`config.mk`:
```
export PLATFORM = sky130hd
export DESIGN_NAME = text_console_writer_flat
export DESIGN_NICKNAME = d
export VERILOG_FILES = /design/src/rtl/text_console_writer_if.sv /design/src/rtl/text_console_writer.sv /design/src/flat_wrapper.sv
export SDC_FILE = /design/constraint.sdc
export NUM_CORES = 1
export LEC_CHECK = 0
export ABC_AREA = 1
export CAP_MARGIN = 20
export CORE_ASPECT_RATIO = 0.8
export CORE_MARGIN = 1
export CORE_UTILIZATION = 55
export DETAILED_ROUTE_END_ITERATION = 8
export PLACE_DENSITY_LB_ADDON = 0.3
export SYNTH_ARGS = -nofsm -noshare
export SYNTH_HDL_FRONTEND = slang
export SYNTH_SLANG_ARGS = --single-unit
```
`constraint.sdc`:
```
create_clock -name in_clock -period 6.32 [get_ports in_clock]
set_clock_uncertainty 0.05 [all_clocks]
set_input_delay 0.948 -clock in_clock [delete_from_list [all_inputs] [get_ports in_clock]]
set_output_delay 0.948 -clock in_clock [all_outputs]
set_load 0.05 [all_outputs]
```
`src/rtl/text_console_writer_if.sv`:
```
// Character-stream and text-VRAM bus bundle for text_console_writer.
// master: the console writer itself; slave: the character source / VRAM side.
interface text_console_writer_if #(
  parameter int ADDR_WIDTH = 13
);
  logic                  in_char_valid;
  logic                  out_char_ready;
  logic [7:0]            in_char;
  logic [7:0]            in_attr;
  logic                  out_vram_we;
  logic [ADDR_WIDTH-1:0] out_vram_waddr;
  logic [15:0]           out_vram_wdata;
  logic [ADDR_WIDTH-1:0] out_vram_raddr;
  logic [15:0]           in_vram_rdata;
  logic [6:0]            out_cursor_col;
  logic [4:0]            out_cursor_row;

  modport master (
    input  in_char_valid, in_char, in_attr, in_vram_rdata,
    output out_char_ready, out_vram_we, out_vram_waddr, out_vram_wdata,
           out_vram_raddr, out_cursor_col, out_cursor_row
  );

  modport slave (
    output in_char_valid, in_char, in_attr, in_vram_rdata,
    input  out_char_ready, out_vram_we, out_vram_waddr, out_vram_wdata,
           out_vram_raddr, out_cursor_col, out_cursor_row
  );
endinterface

```
`src/rtl/text_console_writer.sv`:
```
// Text console writer: accepts characters, maintains a cursor, handles
// CR/LF/BS/FF, scrolls by copying rows through the VRAM read port and
// clears the screen after reset or form feed.
module text_console_writer #(
  parameter int         COLS       = 80,
  parameter int         ROWS       = 30,
  parameter int         ADDR_WIDTH = 13,
  parameter logic [7:0] RESET_ATTR = 8'h07
) (
  input  logic                  in_clock,
  input  logic                  in_reset,
  text_console_writer_if.master bus
);

  localparam int CNT_W = ADDR_WIDTH + 1;
  localparam logic [CNT_W-1:0]      CELLS_LAST    = CNT_W'(COLS * ROWS - 1);
  localparam logic [CNT_W-1:0]      COPY_N        = CNT_W'((ROWS - 1) * COLS);
  localparam logic [CNT_W-1:0]      FILL_LAST     = CNT_W'(COLS - 1);
  localparam logic [ADDR_WIDTH-1:0] COLS_A        = ADDR_WIDTH'(COLS);
  localparam logic [ADDR_WIDTH-1:0] LAST_ROW_BASE = ADDR_WIDTH'((ROWS - 1) * COLS);
  localparam logic [6:0]            COL_LAST      = 7'(COLS - 1);
  localparam logic [4:0]            ROW_LAST      = 5'(ROWS - 1);

  typedef enum logic [2:0] {
    S_CLEAR,
    S_IDLE,
    S_EXEC,
    S_SCROLL_COPY,
    S_SCROLL_FILL
  } state_t;

  state_t           state_q, state_d;
  logic [CNT_W-1:0] cnt_q, cnt_d;
  logic [6:0]       col_q, col_d;
  logic [4:0]       row_q, row_d;
  logic [7:0]       char_q, char_d;
  logic [7:0]       attr_q, attr_d;

  logic [ADDR_WIDTH-1:0] cnt_a;
  logic [ADDR_WIDTH-1:0] cur_addr;
  logic                  printable;

  assign cnt_a     = cnt_q[ADDR_WIDTH-1:0];
  assign cur_addr  = ADDR_WIDTH'(row_q) * COLS_A + ADDR_WIDTH'(col_q);
  assign printable = (char_q >= 8'h20) && (char_q <= 8'h7E);

  // State, counter, cursor and latched character registers
  always_ff @(posedge in_clock) begin
    if (in_reset) begin
      state_q <= S_CLEAR;
      cnt_q   <= '0;
      col_q   <= '0;
      row_q   <= '0;
      char_q  <= '0;
      attr_q  <= RESET_ATTR;
    end else begin
      state_q <= state_d;
      cnt_q   <= cnt_d;
      col_q   <= col_d;
      row_q   <= row_d;
      char_q  <= char_d;
      attr_q  <= attr_d;
    end
  end

  // Next-state, counter and cursor update
  always_comb begin
    state_d = state_q;
    cnt_d   = cnt_q;
    col_d   = col_q;
    row_d   = row_q;
    char_d  = char_q;
    attr_d  = attr_q;
    unique case (state_q)
      S_CLEAR: begin
        cnt_d = cnt_q + 1'b1;
        if (cnt_q == CELLS_LAST) begin
          cnt_d   = '0;
          state_d = S_IDLE;
        end
      end
      S_IDLE: begin
        if (bus.in_char_valid) begin
          char_d  = bus.in_char;
          attr_d  = bus.in_attr;
          state_d = S_EXEC;
        end
      end
      S_EXEC: begin
        state_d = S_IDLE;
        cnt_d   = '0;
        if (printable) begin
          if (col_q == COL_LAST) begin
            col_d = '0;
            if (row_q == ROW_LAST) state_d = S_SCROLL_COPY;
            else                   row_d   = row_q + 1'b1;
          end else begin
            col_d = col_q + 1'b1;
          end
        end else begin
          case (char_q)
            8'h0D: col_d = '0;
            8'h0A: begin
              col_d = '0;
              if (row_q == ROW_LAST) state_d = S_SCROLL_COPY;
              else                   row_d   = row_q + 1'b1;
            end
            8'h08: if (col_q != '0) col_d = col_q - 1'b1;
            8'h0C: begin
              col_d   = '0;
              row_d   = '0;
              state_d = S_CLEAR;
            end
            default: ;
          endcase
        end
      end
      S_SCROLL_COPY: begin
        cnt_d = cnt_q + 1'b1;
        if (cnt_q == COPY_N) begin
          cnt_d   = '0;
          state_d = S_SCROLL_FILL;
        end
      end
      S_SCROLL_FILL: begin
        cnt_d = cnt_q + 1'b1;
        if (cnt_q == FILL_LAST) begin
          cnt_d   = '0;
          state_d = S_IDLE;
        end
      end
      default: state_d = S_CLEAR;
    endcase
  end

  // VRAM strobes and handshake, forced low while reset is asserted
  always_comb begin
    bus.out_char_ready = 1'b0;
    bus.out_vram_we    = 1'b0;
    bus.out_vram_waddr = '0;
    bus.out_vram_wdata = '0;
    bus.out_vram_raddr = '0;
    unique case (state_q)
      S_CLEAR: begin
        bus.out_vram_we    = 1'b1;
        bus.out_vram_waddr = cnt_a;
        bus.out_vram_wdata = {attr_q, 8'h20};
      end
      S_IDLE: bus.out_char_ready = 1'b1;
      S_EXEC: begin
        if (printable) begin
          bus.out_vram_we    = 1'b1;
          bus.out_vram_waddr = cur_addr;
          bus.out_vram_wdata = {attr_q, char_q};
        end else if (char_q == 8'h08 && col_q != '0) begin
          bus.out_vram_we    = 1'b1;
          bus.out_vram_waddr = cur_addr - 1'b1;
          bus.out_vram_wdata = {attr_q, 8'h20};
        end
      end
      S_SCROLL_COPY: begin
        // Read runs one cycle ahead of the write; the last cycle only writes
        if (cnt_q < COPY_N) bus.out_vram_raddr = COLS_A + cnt_a;
        if (cnt_q != '0) begin
          bus.out_vram_we    = 1'b1;
          bus.out_vram_waddr = cnt_a - 1'b1;
          bus.out_vram_wdata = bus.in_vram_rdata;
        end
      end
      S_SCROLL_FILL: begin
        bus.out_vram_we    = 1'b1;
        bus.out_vram_waddr = LAST_ROW_BASE + cnt_a;
        bus.out_vram_wdata = {attr_q, 8'h20};
      end
      default: ;
    endcase
    if (in_reset) begin
      bus.out_char_ready = 1'b0;
      bus.out_vram_we    = 1'b0;
      bus.out_vram_waddr = '0;
      bus.out_vram_wdata = '0;
      bus.out_vram_raddr = '0;
    end
  end

  assign bus.out_cursor_col = col_q;
  assign bus.out_cursor_row = row_q;

endmodule

```
`src/flat_wrapper.sv`:
```
// flat-port wrapper written by rule: the top's interface ports become plain ports
module text_console_writer_flat 
#(
  parameter int         COLS       = 80,
  parameter int         ROWS       = 30,
  parameter int         ADDR_WIDTH = 13,
  parameter logic [7:0] RESET_ATTR = 8'h07
)
  (in_clock, in_reset, bus_in_char_valid, bus_in_char, bus_in_attr, bus_in_vram_rdata, bus_out_char_ready, bus_out_vram_we, bus_out_vram_waddr, bus_out_vram_wdata, bus_out_vram_raddr, bus_out_cursor_col, bus_out_cursor_row);
  text_console_writer_if #(.ADDR_WIDTH(ADDR_WIDTH)) bus_i ();
  input  logic in_clock;
  input  logic in_reset;
  input wire logic [$bits(bus_i.in_char_valid)-1:0] bus_in_char_valid;
  input wire logic [$bits(bus_i.in_char)-1:0] bus_in_char;
  input wire logic [$bits(bus_i.in_attr)-1:0] bus_in_attr;
  input wire logic [$bits(bus_i.in_vram_rdata)-1:0] bus_in_vram_rdata;
  output wire logic [$bits(bus_i.out_char_ready)-1:0] bus_out_char_ready;
  output wire logic [$bits(bus_i.out_vram_we)-1:0] bus_out_vram_we;
  output wire logic [$bits(bus_i.out_vram_waddr)-1:0] bus_out_vram_waddr;
  output wire logic [$bits(bus_i.out_vram_wdata)-1:0] bus_out_vram_wdata;
  output wire logic [$bits(bus_i.out_vram_raddr)-1:0] bus_out_vram_raddr;
  output wire logic [$bits(bus_i.out_cursor_col)-1:0] bus_out_cursor_col;
  output wire logic [$bits(bus_i.out_cursor_row)-1:0] bus_out_cursor_row;
  assign bus_i.in_char_valid = bus_in_char_valid;
  assign bus_i.in_char = bus_in_char;
  assign bus_i.in_attr = bus_in_attr;
  assign bus_i.in_vram_rdata = bus_in_vram_rdata;
  assign bus_out_char_ready = bus_i.out_char_ready;
  assign bus_out_vram_we = bus_i.out_vram_we;
  assign bus_out_vram_waddr = bus_i.out_vram_waddr;
  assign bus_out_vram_wdata = bus_i.out_vram_wdata;
  assign bus_out_vram_raddr = bus_i.out_vram_raddr;
  assign bus_out_cursor_col = bus_i.out_cursor_col;
  assign bus_out_cursor_row = bus_i.out_cursor_row;
  text_console_writer #(.COLS(COLS), .ROWS(ROWS), .ADDR_WIDTH(ADDR_WIDTH), .RESET_ATTR(RESET_ATTR)) u_core (.in_clock(in_clock), .in_reset(in_reset), .bus(bus_i));
endmodule
```
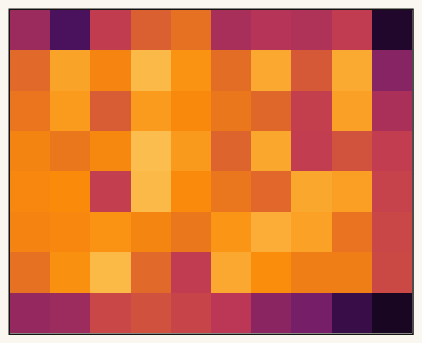
Fig. 1. Cell density map.
(4 px per um) The die is cut into 10 by 8 equal tiles; black is low, pale yellow is high, 0 to 100% covered.
fullest tile	86%
mean over tiles	63%
tiles over 75% full	28%
core area: 7460 um2
fp_density: 0.573
final core utilization: 0.701

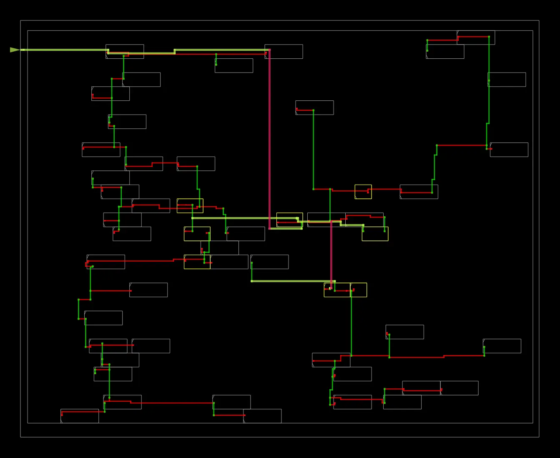
Fig. 2. Clock wiring as the flow saved it.
CTS buffer count: 5
worst skew pair latency: 0.30 ns
clkbuf count: 6

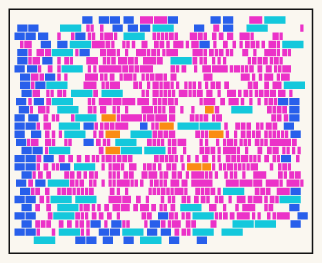
Fig. 3. Cells colored by class.
(3 px per um)
color	class	cells	share of their area
magenta	combinational and other logic	616	63%
orange	clock drivers and dummy loads	8	2.0%
blue	other buffers and delay cells	90	18%
cyan	flops	45	18%
Seq/total area: 0.172
Placement Rows: 28

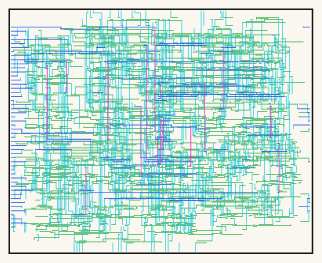
Fig. 4. Routed metal, one color a layer.
(3 px per um)
color	layer	wire length
cyan	metal 2	5360 um
blue	metal 3	1090 um
green	metal 1	5610 um
magenta	metal 4	292 um
Routed WL per cell: 14.3 um
detailed-route wire length: 12400 um
via count: 4867
total track usage: 0.310

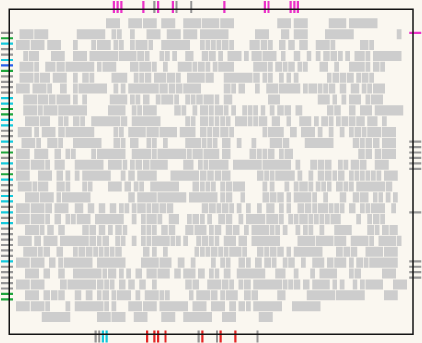
Fig. 5. Pin placement.
(4 px per um) Pins as bars across the die edge, other pins in gray.
color	port	pins	direction	edge
red	bus_out_cursor_col	7	output	south
cyan	bus_in_vram_rdata	16	input	14 west, 2 south
green	bus_in_attr	8	input	west
magenta	bus_out_vram_raddr	13	output	12 north, 1 east
blue	bus_out_vram_we	1	output	west
all pins by edge	50 west, 15 north, 14 south, 12 east
Die Height: 80.8 um
Die X: 101 um

==> changes_impl.md <==
## Flow update

- Yosys cell types: 47
- Signal buf overhead: 0.172
- Cell area after layout: around 5200 um2
- Final Cycle Share: 0.741
- Max FO, Critical Path: 11
- HPWL after DPL: 9500 um
- Bufs and invs on worst path: 3
- Slowest-stage cell, CP: clkdlybuf4s50_1
- Final Hold Vio Count: 0
- Pre-Repair DR Iteration Count: 6
- Top Layout Cells: nand2_1 (129), nor2_1 (108), clkdlybuf4s50_1 (89)
- Biggest Area Class: combinational gates
- RSZ-0062 raised after global routing: false
- Outcome: finished clean
- Global placement routability congestion: 0.928
- Synthesized area per cell: roughly 6.2 um2
- Max power group: registers
- Worst setup path start: u_core.state_q[2]
- IO Pins: roughly 91
- Post_cts resized: 0
- Synth Instances: 685
- Ys flops: 45
- Max Used Layer: met4
- Met2 wire length: between 5000 and 6000 um
- Comb area share: 0.552
- Clk power: 0.000206 W
- Worst Hold Path Cells: 2
- Most used logic cell in the final layout: nand2_1
- Worst Hold End: u_core.attr_q[1]
- Crit path largest cell delay: ~0.8 ns
- Filler Cell Count: 706
- Crit start category: register
- Stages on the worst setup path: 8
- Met1 Usage GRT: 0.410
- Post-synth top area cell: dfxtp_1
- Port Buffers: around 89
- Setup_tns: 0 ns
- Ant. Diodes: 0
- Hold Crit Class: reg2reg
- Seq cells: 45
- Hold-fix buffers, CTS: 0
- DP Cell Count: ~860
- Final Max Tran Viols: 0
- Overall Power: between 0.0007 and 0.0008 W
- Setup violations, final: 0
- List of most frequent post-synthesis cells: nand2_1 (129), nor2_1 (108), inv_1 (74), a21oi_1 (58), nand3_1 (48)
- Number of logic gates: 533
- Chip Area, Yosys: 4270 um2
- Endpoint type of the worst setup path: primary output
- Internal power: 0.000479 W
- CTS H-Tree Depth: 2
- Worst reg2reg endpoint: u_core.bus.out_cursor_col[3]
- Met2 track demand over resource: 0.517
- Initial antenna violation count: 0
- EDFF count, synth: 0
- Comb group: 0.000253 W
- Non-Filler Instances: 864
- Slew headroom: 0.456
- CP Data Required Time: 5.32 ns
- Switching part of the total: 0.377
- Largest cells by area: dfxtp_1 (21%), nand2_1 (11%), nor2_1 (9.5%)
- P_seq: 0.000310 W
- Synth top area share: 0.211
- Synth warn: 0
- Type of the worst setup path: reg2out
- Reg power frac: 0.404
==> cell families (layout without fill, tap and decap cells) <==
logic type | Yosys count | in the layout | synth area share
and+or+nand+nor | 353 | 353 | 0.384
buffers and inverters | 107 | 181 | 0.114
adders and majority gates | 21 | 21 | 0.0650
xor gates and xnor gates | 24 | 24 | 0.0492
AOI/OAI and AO/OA | 134 | 134 | 0.176
other | 1 | 1 | 0.000877
DFF | 45 | 45 | 0.211
==> sequential cells by signal (all words and copies together) (netlist names) <==
name                       count
u_core.attr_q                  8
u_core.bus.out_cursor_col      7
u_core.state_q                 3
u_core.bus.out_cursor_row      5
u_core.cnt_q                  14
u_core.char_q                  8
==> tightest hold or removal path: cells and delay by family, from the launching register on <==
kind,cells,cell delay [ns]
and+or+nand+nor,2,0.12
DFF,1,0.33
No activity file was given, so power comes from the tool's default toggle rates.
